`src/rtl/timer_pkg.sv`:
```
// Shared definitions for the countdown timer.
// Contents: register word offsets, CTRL bit positions, MODE codes and the
// FSM state encoding used by timer_counter.
package timer_pkg;

    // Word offsets within the block (byte address bits [3:2])
    localparam logic [1:0] ADDR_CTRL     = 2'd0;
    localparam logic [1:0] ADDR_PRESET   = 2'd1;
    localparam logic [1:0] ADDR_COUNT    = 2'd2;
    localparam logic [1:0] ADDR_PRESCALE = 2'd3;

    // CTRL layout; bits above CTRL_W-1 read as zero
    localparam int CTRL_EN      = 0;
    localparam int CTRL_MODE_LO = 1;
    localparam int CTRL_MODE_HI = 2;
    localparam int CTRL_IM      = 3;
    localparam int CTRL_W       = 4;

    // MODE codes; 10/11 behave like one-shot but keep their written value
    localparam logic [1:0] MODE_ONESHOT = 2'b00;
    localparam logic [1:0] MODE_RELOAD  = 2'b01;

    typedef enum logic [1:0] {
        ST_IDLE = 2'd0,
        ST_LOAD = 2'd1,
        ST_CNT  = 2'd2,
        ST_INT  = 2'd3
    } state_t;

endpackage

```
`src/rtl/timer_prescaler.sv`:
```
// Free-running 8-bit divider producing a decrement enable for the timer.
// Ports:
//   clk, reset : clock and synchronous active-high reset
//   clear      : restart the divider from 0 (counter load or decrement)
//   prescale   : terminal value; tick fires every prescale+1 cycles
//   tick       : high while the divider equals prescale
module timer_prescaler
    import timer_pkg::*;
(
    input  logic       clk,
    input  logic       reset,
    input  logic       clear,
    input  logic [7:0] prescale,
    output logic       tick
);

    logic [7:0] div_reg;

    assign tick = (div_reg == prescale);

    always_ff @(posedge clk) begin
        if (reset || clear) begin
            div_reg <= '0;
        end else begin
            div_reg <= div_reg + 8'd1;
        end
    end

endmodule

```
`src/rtl/timer_counter.sv`:
```
// Memory-mapped countdown timer, interrupt source for CP0 HWInt[0].
// Software writes PRESET and CTRL; the FSM loads COUNT from PRESET, counts
// down to zero and raises irq once (one-shot) or periodically (auto-reload).
// Build option: define TIMER_PRESCALE_EN to add the PRESCALE register at
// offset 3 and a decrement divider; otherwise offset 3 reads 0.
// Ports:
//   clk, reset : clock and synchronous active-high reset
//   addr       : word offset 0=CTRL 1=PRESET 2=COUNT 3=PRESCALE/reserved
//   we, wdata  : bus write, takes effect at posedge
//   rdata      : combinational read of the register selected by addr
//   irq        : registered irq_pending & CTRL.IM
module timer_counter
    import timer_pkg::*;
#(
    parameter int COUNT_W = 32
) (
    input  logic        clk,
    input  logic        reset,
    input  logic [1:0]  addr,
    input  logic        we,
    input  logic [31:0] wdata,
    output logic [31:0] rdata,
    output logic        irq
);

    logic [CTRL_W-1:0]  ctrl_reg;
    logic [CTRL_W-1:0]  ctrl_next;
    logic [COUNT_W-1:0] preset_reg;
    logic [COUNT_W-1:0] count_reg;
    state_t             state_reg;
    logic               pend_reg;
    logic               pend_next;
    logic               irq_reg;

    logic        wr_ctrl;
    logic        wr_preset;
    logic        en;
    logic [1:0]  mode;
    logic        count_zero;
    logic        enter_int;
    logic        hw_clr_en;
    logic        dec;
    logic        tick;
    logic [31:0] prescale_rd;

    // Only part of wdata lands in registers for narrow configurations
    logic        unused_wdata;
    assign unused_wdata = ^wdata;

    assign wr_ctrl    = we && (addr == ADDR_CTRL);
    assign wr_preset  = we && (addr == ADDR_PRESET);
    assign en         = ctrl_reg[CTRL_EN];
    assign mode       = ctrl_reg[CTRL_MODE_HI:CTRL_MODE_LO];
    assign count_zero = (count_reg == '0);

    // COUNT==0 is checked every cycle; the divider only gates the decrement
    assign enter_int  = (state_reg == ST_CNT) && en && count_zero;
    assign dec        = (state_reg == ST_CNT) && en && !count_zero && tick;
    assign hw_clr_en  = (state_reg == ST_INT) && (mode != MODE_RELOAD);

    always_comb begin
        ctrl_next = ctrl_reg;
        if (hw_clr_en) begin
            ctrl_next[CTRL_EN] = 1'b0;
        end
        // A software write in the same cycle overrides the hardware EN clear
        if (wr_ctrl) begin
            ctrl_next = wdata[CTRL_W-1:0];
        end
    end

    always_comb begin
        pend_next = pend_reg;
        if ((state_reg == ST_INT) && (mode == MODE_RELOAD)) begin
            pend_next = 1'b0;
        end
        if (wr_ctrl || wr_preset) begin
            pend_next = 1'b0;
        end
        // Entering INT beats any clear in the same cycle
        if (enter_int) begin
            pend_next = 1'b1;
        end
    end

`ifdef TIMER_PRESCALE_EN
    logic [7:0] prescale_reg;
    logic       div_clear;

    assign div_clear   = (state_reg == ST_LOAD) || dec;
    assign prescale_rd = {24'd0, prescale_reg};

    always_ff @(posedge clk) begin
        if (reset) begin
            prescale_reg <= '0;
        end else if (we && (addr == ADDR_PRESCALE)) begin
            prescale_reg <= wdata[7:0];
        end
    end

    timer_prescaler u_prescaler (
        .clk      (clk),
        .reset    (reset),
        .clear    (div_clear),
        .prescale (prescale_reg),
        .tick     (tick)
    );
`else
    assign tick        = 1'b1;
    assign prescale_rd = '0;
`endif

    always_ff @(posedge clk) begin
        if (reset) begin
            ctrl_reg   <= '0;
            preset_reg <= '0;
            count_reg  <= '0;
            state_reg  <= ST_IDLE;
            pend_reg   <= 1'b0;
            irq_reg    <= 1'b0;
        end else begin
            ctrl_reg <= ctrl_next;
            pend_reg <= pend_next;
            // irq follows the new pending/mask values on the same edge
            irq_reg  <= pend_next & ctrl_next[CTRL_IM];
            if (wr_preset) begin
                preset_reg <= wdata[COUNT_W-1:0];
            end
            case (state_reg)
                ST_IDLE: begin
                    if (en) begin
                        state_reg <= ST_LOAD;
                    end
                end
                ST_LOAD: begin
                    count_reg <= preset_reg;
                    state_reg <= ST_CNT;
                end
                ST_CNT: begin
                    if (!en) begin
                        state_reg <= ST_IDLE;
                    end else if (count_zero) begin
                        state_reg <= ST_INT;
                    end else if (tick) begin
                        count_reg <= count_reg - 1'b1;
                    end
                end
                ST_INT: begin
                    if (mode == MODE_RELOAD) begin
                        state_reg <= ST_LOAD;
                    end else begin
                        state_reg <= ST_IDLE;
                    end
                end
                default: state_reg <= ST_IDLE;
            endcase
        end
    end

    always_comb begin
        rdata = '0;
        case (addr)
            ADDR_CTRL:     rdata = 32'(ctrl_reg);
            ADDR_PRESET:   rdata = 32'(preset_reg);
            ADDR_COUNT:    rdata = 32'(count_reg);
            ADDR_PRESCALE: rdata = prescale_rd;
            default:       rdata = '0;
        endcase
    end

    assign irq = irq_reg;

endmodule

```
`config.mk`:
```
export PLATFORM = sky130hd
export DESIGN_NAME = timer_counter
export DESIGN_NICKNAME = d
export VERILOG_FILES = /design/src/rtl/timer_pkg.sv /design/src/rtl/timer_prescaler.sv /design/src/rtl/timer_counter.sv
export SDC_FILE = /design/constraint.sdc
export NUM_CORES = 1
export LEC_CHECK = 0
export CORE_AREA = 2 2 119 121
export DETAILED_ROUTE_END_ITERATION = 6
export DIE_AREA = 0 0 121 123
export SLEW_MARGIN = 15
export SYNTH_ARGS = -nofsm -noshare
export SYNTH_HDL_FRONTEND = slang
export SYNTH_SLANG_ARGS = --single-unit
```
`constraint.sdc`:
```
create_clock -name clk -period 2.4 [get_ports clk]
set_input_delay 0.24 -clock clk [delete_from_list [all_inputs] [get_ports clk]]
set_output_delay 0.24 -clock clk [all_outputs]
set_load 0.05 [all_outputs]
```
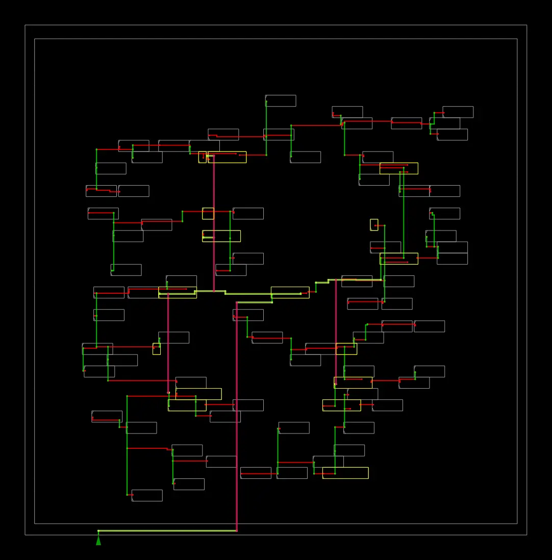
Fig. 1. Clock nets.
number of clock buffers in the layout: 10
CTS buffer count: 9
skew final: 0.00749 ns
Flops: 72
Insertion Delay late pin: 0.34 ns

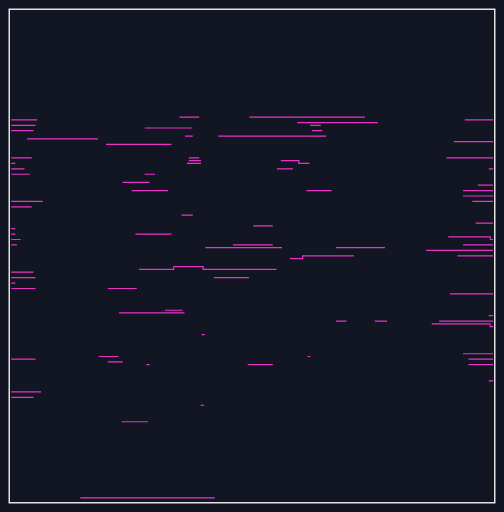
Fig. 2. Signal wires on met3.
(4 px per um)
nets with wire on the layer = 70
longest straight run = 33.4 um
main direction = horizontal
wire length on this layer = 619 um
share of all routed wire = 4.9%
WL final: 12.5 mm
met3 global-route usage: 2.49%
via count: 4258

==> flow_summary.yaml <==
# implementation run metrics
global_routing:
  grt_max_degree: 42
  grt_util_met1_pct: 24.4
  grt_pass1_wl_mm: 20.7
  grt_pass1_vias: 4058
yosys:
  netlist_area_um2: 4110
  async_flop_share_pct: 0
  yosys_warnings: 0
  syn_nets: 578
  synthCells: 540
  synth_cell_types: 48
die:
  io_pins: 70
  dieHeight_um: 123
  die_area_um2: 14900
run_status:
  status: "complete, no violations"
power_and_ir_drop:
  peakVddDrop_mv: 0.354
  powerDensity_nw_per_um2: 511
  power_frac_seq_pct: 41.8
  switchingPower_mw: 0.673
  cellInternalPower_mw: 2.28
  pwr-share-clk_pct: 48.7
  p_leak_nw: 1.97
worst_setup_path:
  arrival_ns: 2.50
  setup.worst_path.start_class: "flop"
  endpoint_kind: "flop"
  crit_fanout: 13
  path_class: "flop to flop"
timing:
  period_used_pct: 94.4
  slew_violations: 0
  max_clock_freq_ghz: 0.442
  worst_slew_pin_slew_ns: 0.567
  setup_tns_ns: 0
  report.final.setup_viol: 0
  hold_viol_final: 0
  holdWs_ns: 0.390
clock_network:
  root_buffer: "clkbuf_16"
  holdBufCountCts: 0
finish:
  final.fill_count: 1367
  drive_gt1_share_pct: 16.3
  synthToLayoutAreaGrowth_pct: 40.6
placed_design:
  gp_congestion: 0.855
min_path:
  hold_depth: 2
  hold_class: "input pin to flop"
job:
  warnings: 26
  drv_cap: 0
detailed_routing:
  drt_iter0_drc: 274
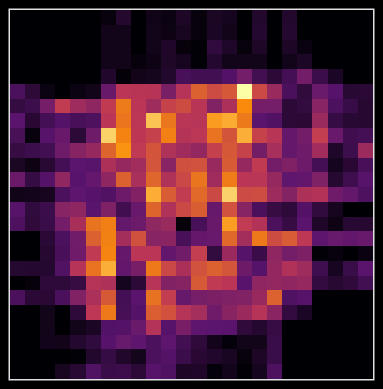
Fig. 3. Routed metal per tile.
(3 px per um) The die is cut into 24 by 25 equal tiles; black is low, pale yellow is high, scaled to the fullest tile. Values are wire area over tile area, all layers added.
fullest tile = 0.55
nearly empty tiles = 21%
densest ninth of the die = centre
tiles over half the peak = 14%
GRT Overall Usage: 17.2%
routed length per instance: 16.0 um

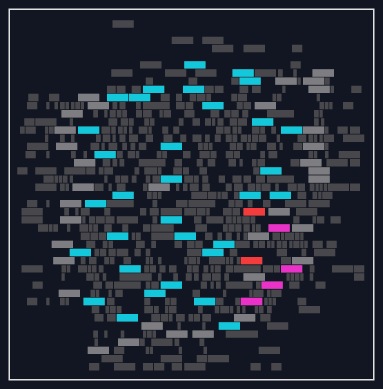
Fig. 4. Register map, names as in the netlist.
(3 px per um) Other sequential cells in the stronger grey, the rest of the logic in the fainter grey.
red -> `state_reg`  # placed flops 2
magenta -> `ctrl_reg`  # placed flops 4, where south-east
cyan -> `count_reg`  # placed flops 32
not coloured = 34
fraction of area in registers: 24.9%
Reg area: 1440 um^2

==> critical path: stages, from the launching register on <==
cell	delay, ns
dfxtp_1	0.31
inv_1	0.07
ha_2	0.20
or4b_4	0.49
nor4_4	0.31
buf_6	0.19
buf_4	0.14
nand3_1	0.07
a21boi_0	0.14
o32ai_1	0.25
==> repair_timing <==
action / CTS / global route
gates resized: 0 / 9
buffers inserted: 0 / 3
endpoints found under the setup margin: 0 / 33
==> worst paths after layout <==
kind	from	to	slack [ns]
hold reg to reg	preset_reg[10]	preset_reg[10]	0.47
hold / removal	reset	preset_reg[20]	0.39
setup / recovery	count_reg[0]	count_reg[14]	0.14
setup reg to reg	count_reg[0]	count_reg[14]	0.14
==> stage by stage <==
stage | power [mW] | cells | cell area [um^2] | setup WS [ns] | util (%)
after floorplan | 1.39 | 540 | 4110 | 0.0558 | -
after global placement | 1.54 | 764 | 5410 | 0.149 | 39.7
after detailed placement | 1.54 | 764 | 5410 | 0.0714 | 39.7
after CTS | 2.98 | 780 | 5730 | 0.0560 | 42.1
after global routing | 3.05 | 783 | 5780 | 0.0178 | 42.5
final | 2.96 | 783 | 5780 | 0.135 | 42.5
==> power groups by stage <==
stage | clock network (mW) | registers (mW) | logic [mW]
after floorplan | 0 | 1.25 | 0.141
after global placement | 0 | 1.26 | 0.277
after detailed placement | 0 | 1.26 | 0.280
after CTS | 1.46 | 1.23 | 0.282
after global routing | 1.50 | 1.24 | 0.305
final | 1.44 | 1.23 | 0.282
==> cells by family after synthesis <==
family / synth area share [%]
DFF: 35.0
AOI/OAI and AO/OA: 28.3
adders and majority gates: 0.304
muxes: 1.95
and+or+nand+nor: 27.9
buffers and inverters: 6.57
==> area by class of cell <==
type	count	area share, %
clock buffer	10	4.13
clock inverter	6	1.43
inverter	5	0.325
multi-input combinational	409	42.2
sequential	72	24.9
tap	180	3.90
timing repair buffer	101	23.1
==> routing by layer <==
layer  vias up  wire length [um]
li1       2100                 -
met1      2025              6050
met2       120              5680
met3        13               618
met4         0               169
met5         -                 0
==> cells in the mapped netlist (10+ instances only) <==
cell type  number  area share, %
nor3_1         24            2.9
o31ai_1        15            2.7
nor2_1         38            3.5
a211o_1        10            2.1
nand3_1        10            1.2
clkbuf_1       34            3.1
dfxtp_1        72             35
nand2b_1       16            2.4
nand2_1        82            7.5
o32ai_1        13            2.8
a22o_1         28            6.0
or3_1          12            1.8
a21oi_1        70            8.5
Power is estimated from default activity; no workload was simulated.
